<file path="src/rtl/mux_scan_serializer_if.sv">
// Handshake bundle for mux_scan_serializer: parallel word in, serial bits out.
// slave is the serializer side, master the producer/consumer side.
interface mux_scan_serializer_if;
    logic [7:0] I;
    logic       in_valid;
    logic       in_ready;
    logic [2:0] sel;
    logic       out;
    logic       out_valid;
    logic       out_last;
    logic       out_ready;

    modport slave (
        input  I, in_valid, out_ready,
        output in_ready, sel, out, out_valid, out_last
    );

    modport master (
        output I, in_valid, out_ready,
        input  in_ready, sel, out, out_valid, out_last
    );
endinterface

</file>
<file path="src/rtl/mux_scan_serializer.sv">
// Byte-to-bit scan serializer: captures a word, muxes out one bit per beat.
// Define SCAN_PARITY_EN to append an even-parity beat after the 8 data bits.
module mux_scan_serializer #(
    parameter bit MSB_FIRST = 1'b0
) (
    input logic                   clk,
    input logic                   rst,
    mux_scan_serializer_if.slave  bus
);
    localparam logic [2:0] SEL_FIRST = MSB_FIRST ? 3'd7 : 3'd0;
    localparam logic [2:0] SEL_LAST  = MSB_FIRST ? 3'd0 : 3'd7;

`ifdef SCAN_PARITY_EN
    typedef enum logic [1:0] {IDLE, SHIFT, PAR} state_t;
`else
    typedef enum logic [1:0] {IDLE, SHIFT} state_t;
`endif

    state_t     r_state;
    logic [7:0] r_data;
    logic [2:0] r_sel;

    logic       w_shift;
    logic       w_par;
    logic       w_at_last;
    logic       w_last;
    logic       w_bit;
    logic [2:0] w_sel_next;

    assign w_shift    = (r_state == SHIFT);
    assign w_at_last  = (r_sel == SEL_LAST);
    assign w_sel_next = MSB_FIRST ? r_sel - 3'd1 : r_sel + 3'd1;

`ifdef SCAN_PARITY_EN
    assign w_par  = (r_state == PAR);
    assign w_last = w_par;
`else
    assign w_par  = 1'b0;
    assign w_last = w_shift && w_at_last;
`endif

    always_comb begin
        w_bit = 1'b0;
        if (w_par)
            w_bit = ^r_data;
        else if (w_shift)
            w_bit = r_data[r_sel];
    end

    always_ff @(posedge clk) begin
        if (rst) begin
            r_state <= IDLE;
            r_data  <= 8'd0;
            r_sel   <= SEL_FIRST;
        end else begin
            unique case (r_state)
                IDLE: begin
                    if (bus.in_valid) begin
                        r_data  <= bus.I;
                        r_sel   <= SEL_FIRST;
                        r_state <= SHIFT;
                    end
                end
                SHIFT: begin
                    // sel parks on the last index; it never wraps
                    if (bus.out_ready) begin
`ifdef SCAN_PARITY_EN
                        if (w_at_last)
                            r_state <= PAR;
`else
                        if (w_at_last)
                            r_state <= IDLE;
`endif
                        else
                            r_sel <= w_sel_next;
                    end
                end
`ifdef SCAN_PARITY_EN
                PAR: begin
                    if (bus.out_ready)
                        r_state <= IDLE;
                end
`endif
                default: r_state <= IDLE;
            endcase
        end
    end

    // outputs are forced quiet while reset is asserted
    assign bus.in_ready  = !rst && (r_state == IDLE);
    assign bus.out_valid = !rst && (w_shift || w_par);
    assign bus.out_last  = !rst && w_last;
    assign bus.out       = !rst && w_bit;
    assign bus.sel       = r_sel;
endmodule

</file>
<file path="src/flat_wrapper.sv">
// flat-port wrapper written by rule: the top's interface ports become plain ports
module mux_scan_serializer_flat 
#(
    parameter bit MSB_FIRST = 1'b0
)
  (clk, rst, bus_I, bus_in_valid, bus_out_ready, bus_in_ready, bus_sel, bus_out, bus_out_valid, bus_out_last);
  mux_scan_serializer_if bus_i ();
  input logic clk;
  input logic rst;
  input wire logic [$bits(bus_i.I)-1:0] bus_I;
  input wire logic [$bits(bus_i.in_valid)-1:0] bus_in_valid;
  input wire logic [$bits(bus_i.out_ready)-1:0] bus_out_ready;
  output wire logic [$bits(bus_i.in_ready)-1:0] bus_in_ready;
  output wire logic [$bits(bus_i.sel)-1:0] bus_sel;
  output wire logic [$bits(bus_i.out)-1:0] bus_out;
  output wire logic [$bits(bus_i.out_valid)-1:0] bus_out_valid;
  output wire logic [$bits(bus_i.out_last)-1:0] bus_out_last;
  assign bus_i.I = bus_I;
  assign bus_i.in_valid = bus_in_valid;
  assign bus_i.out_ready = bus_out_ready;
  assign bus_in_ready = bus_i.in_ready;
  assign bus_sel = bus_i.sel;
  assign bus_out = bus_i.out;
  assign bus_out_valid = bus_i.out_valid;
  assign bus_out_last = bus_i.out_last;
  mux_scan_serializer #(.MSB_FIRST(MSB_FIRST)) u_core (.clk(clk), .rst(rst), .bus(bus_i));
endmodule
</file>
<file path="config.mk">
export PLATFORM = sky130hd
export DESIGN_NAME = mux_scan_serializer_flat
export DESIGN_NICKNAME = d
export VERILOG_FILES = /design/src/rtl/mux_scan_serializer_if.sv /design/src/rtl/mux_scan_serializer.sv /design/src/flat_wrapper.sv
export SDC_FILE = /design/constraint.sdc
export NUM_CORES = 1
export LEC_CHECK = 0
export CORE_UTILIZATION = 42
export DETAILED_ROUTE_END_ITERATION = 10
export PLACE_DENSITY = 0.79
export SLEW_MARGIN = 20
export SYNTH_ARGS = -nofsm -noshare
export SYNTH_HDL_FRONTEND = slang
export SYNTH_SLANG_ARGS = --single-unit
export TNS_END_PERCENT = 10
</file>
<file path="constraint.sdc">
create_clock -name clk -period 2.3 [get_ports clk]
set_clock_uncertainty 0.2 [all_clocks]
set_input_delay 0.575 -clock clk [delete_from_list [all_inputs] [get_ports clk]]
set_output_delay 0.575 -clock clk [all_outputs]
set_load 0.005 [all_outputs]
</file>
==> README.md, run 1 <==
| Parameter | Reported | Unit |
|:---|:---|:---|
| Status | finished, violations left | - |
| Violations in the final reports | negative setup slack | - |
| Clk_buf instances | 4 | - |
| Largest net degree at the start of global routing | 13 | - |
| Register clock-pin slew on the reported worst setup and hold paths | 80 | ps |
| Post-layout worst setup margin | -120 | ps |
| Combinational Power Share | 15.3 | % |
| Power density relative to cell area | 556 | nW/um2 |
| Most flop-heavy register | u_core.r_data | - |
| Final worst hold slack | 253 | ps |
| Inserted Clock Buffers | 3 | - |
| Global routing met1 resource utilization | 27.4 | % |
| Worst Path Buf+Inv | 1 | - |
| Worst Hold Path Cells | 2 | - |
| Post-Layout Inst Area | 831 | um2 |
| Port bufs | 18 | - |
| Highest metal layer with signal wires | met4 | - |
| Total via count after detailed routing | 523 | - |
| Final global-route overflow total | 0 | - |
| Routed len/inst | 11.3 | um |
| Worst setup startpoint | u_core.bus.sel[0]$_SDFFE_PP0P_ | - |
| GRT Util Overall | 21.0 | % |
| Final RePlAce weighted congestion | 0.715 | - |
| Number of tapcells | 14 | - |
| Final ANT Viol Nets | 0 | - |
| Worst Path Required | 1520 | ps |
| Count of flip-flops with a built-in enable after synthesis | 0 | - |
| Met1 layer wirelength in the final routing | 518 | um |
| Critical path cell sequence | mux4_2, mux2_4, and2_4, buf_6 | - |
| Avg Vias per Cell | 5.08 | - |
| Cts-stage hold buffer count | 0 | - |
| Buffering overhead | 27.3 | % |
| Net count of the finished layout | 104 | - |
| Number of setup violations in the final report | 1 | - |
| Layout fillers | 89 | - |
| First-pass GRT wire length | 2000 | um |
### Cells colored by class, run 1

Scale bar: 10 um. Fill, decap, tap and diode cells in gray.
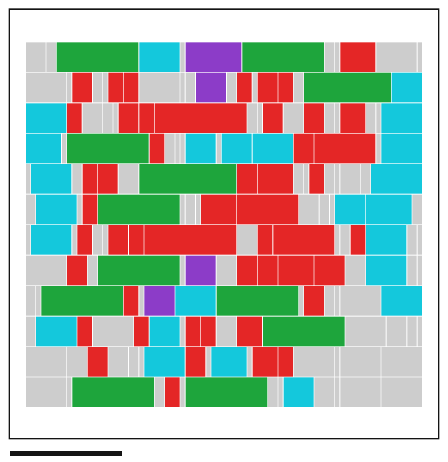
green -> flops  # cells 12
purple -> clock drivers and dummy loads  # cells 4
cyan -> other buffers and delay cells  # cells 24
red -> combinational and other logic  # cells 49
fraction of area in registers: 29.5%
core region area: 1160 um2

### Routed metal, one color a layer, run 1

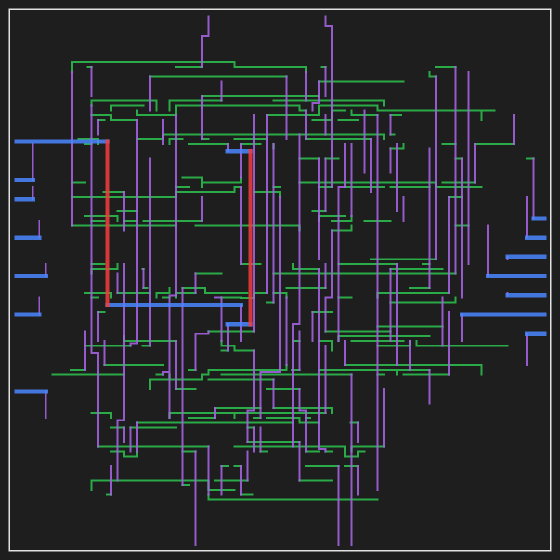
purple -> metal 2  # wire length 579 um
blue -> metal 3  # wire length 47.1 um
red -> metal 4  # wire length 23.8 um
green -> metal 1  # wire length 518 um

### Cell outlines without signal wires, run 1

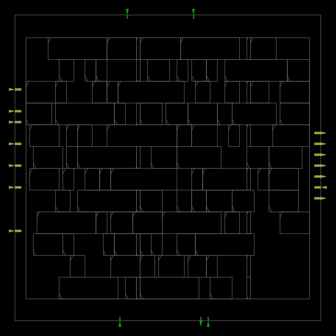
number of flip-flops and latches: 12
Final Non-Filler Cells: 103

## Run 2: what changed since run 1
--- a/config.mk
+++ b/config.mk
@@ -8,6 +8,7 @@
 export CORE_UTILIZATION = 42
 export DETAILED_ROUTE_END_ITERATION = 10
 export PLACE_DENSITY = 0.79
+export REMOVE_ABC_BUFFERS = 1
 export SLEW_MARGIN = 20
 export SYNTH_ARGS = -nofsm -noshare
 export SYNTH_HDL_FRONTEND = slang
### Wiring heat map, run 2

The die is cut into 8 by 8 equal tiles; black is low, pale yellow is high, scaled to the fullest tile. Values are wire area over tile area, all layers added.
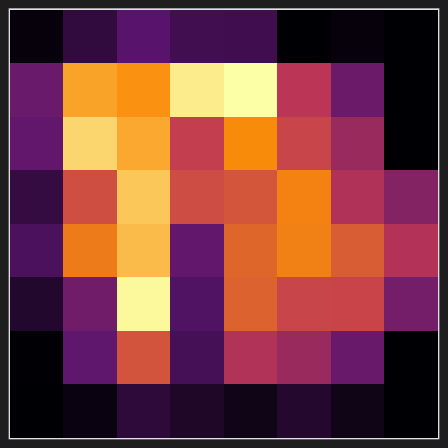
nearly empty tiles = 16%
tiles over half the peak = 38%
mean over tiles = 0.13
emptiest ninth of the die = top right
routed len/inst: 12.2 um
wire length reported by the detailed router: 1250 um
GRT Util Overall: 21.5%
total via count after detailed routing: 521

==> run 2 against run 1 <==
The flow still finishes with violations (negative setup slack). Routed wire length is 6.7% higher. Sequential share of layout area grew 0.41 points. Synthesized cell count stayed put. Hold slack better by 14 ps. Synthesized area did not move. Clock power is 25% lower. Non-clock buffer count stayed put. Sequential power about the same. Final cell count is 0.97% lower. Sequential cell count did not move. Largest cell class unchanged.
==> README.md, run 2 <==
| Parameter | Reported | Unit | Change |
|:---|:---|:---|:---|
| Power density relative to cell area | 518 | nW/um2 | -6.9% |
| Worst Path Buf+Inv | 1 | - | unchanged |
| Worst Hold Path Cells | 2 | - | unchanged |
| Layout cells sized above 1 | 22.7 | % |  |
| Worst Path Required | 1520 | ps | about the same |
| Inserted Clock Buffers | 3 | - | unchanged |
| Largest net degree at the start of global routing | 13 | - | unchanged |
| Routed length on met2 | 632 | um |  |
| Core region area | 1160 | um2 | unchanged |
| Global routing met1 resource utilization | 28.6 | % | +1.2 points |
| Row count | 12 | - |  |
| Violations in the final reports | negative setup slack | - |  |
| Cell count listed in synth_stat.txt | 64 | - |  |
| First-pass GRT wire length | 2060 | um | +2.7% |
| Final ANT Viol Nets | 0 | - | unchanged |
| Critical path cell sequence | mux4_2, mux2_4, and2_4, buf_6 | - |  |
| I/O Pins | 19 | - |  |
| Final RePlAce weighted congestion | 0.728 | - | +1.8% |
| Number of inverters outside the clock class in the layout | 0 | - |  |
| Final Non-Filler Cells | 102 | - | -0.97% |
| Final global-route overflow total | 0 | - | unchanged |
| Detailed-routing iteration count for the pre-antenna-repair pass | 4 | - |  |
| Fraction of area in registers | 29.9 | % | +0.41 points |
| Clk_buf instances | 3 | - | -1 |
| Combinational Power Share | 17.2 | % | +1.9 points |
| Total design power | 424 | uW |  |
| Worst max-slew margin expressed relative to the limit | 72.5 | % |  |
| Number of setup violations in the final report | 1 | - | unchanged |
| Number of flip-flops and latches | 12 | - | unchanged |
| Post-Layout Inst Area | 820 | um2 | -1.4% |
| Port bufs | 18 | - | unchanged |
| Antenna diode instance count | 0 | - |  |
| CP Launch Type | register | - |  |
| Post-layout worst setup margin | -122 | ps | -2.26 ps |
| Number of tapcells | 14 | - | unchanged |
| Buffering overhead | 27.9 | % | +0.68 points |
| Register clock-pin slew on the reported worst setup and hold paths | 70 | ps | about the same |
| P_int | 322 | uW |  |
| Layout fillers | 100 | - | +12% |
| Count of flip-flops with a built-in enable after synthesis | 0 | - | unchanged |
| Power in combinational cells | 73.0 | uW |  |
| Avg Vias per Cell | 5.11 | - | +0.59% |
| Destination of the worst register-to-register timing path | u_core.bus.sel[0]$_SDFFE_PP0P_ | - |  |
| Met1 layer wirelength in the final routing | 549 | um | +6.0% |
| Highest metal layer with signal wires | met3 | - |  |
| Status | finished, violations left | - |  |
| Final worst hold slack | 267 | ps | +13.9 ps |
| Cts-stage hold buffer count | 0 | - | unchanged |
| Most flop-heavy register | u_core.r_data | - |  |
| Length of routed met3 wiring | 64 | um |  |
| Net count of the finished layout | 104 | - | unchanged |
| Worst setup startpoint | u_core.bus.sel[0]$_SDFFE_PP0P_ | - |  |
### Cells colored by class, run 2

Scale bar: 10 um. Fill, decap, tap and diode cells in gray.
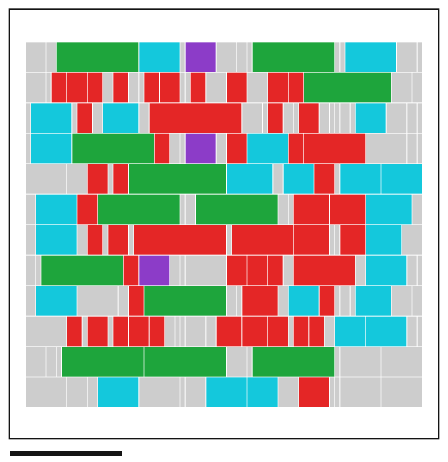
purple -> clock drivers  # cells 3
cyan -> other buffers and delay cells  # cells 24
red -> combinational and other logic  # cells 49
green -> flops  # cells 12

Power is estimated from default activity; no workload was simulated.
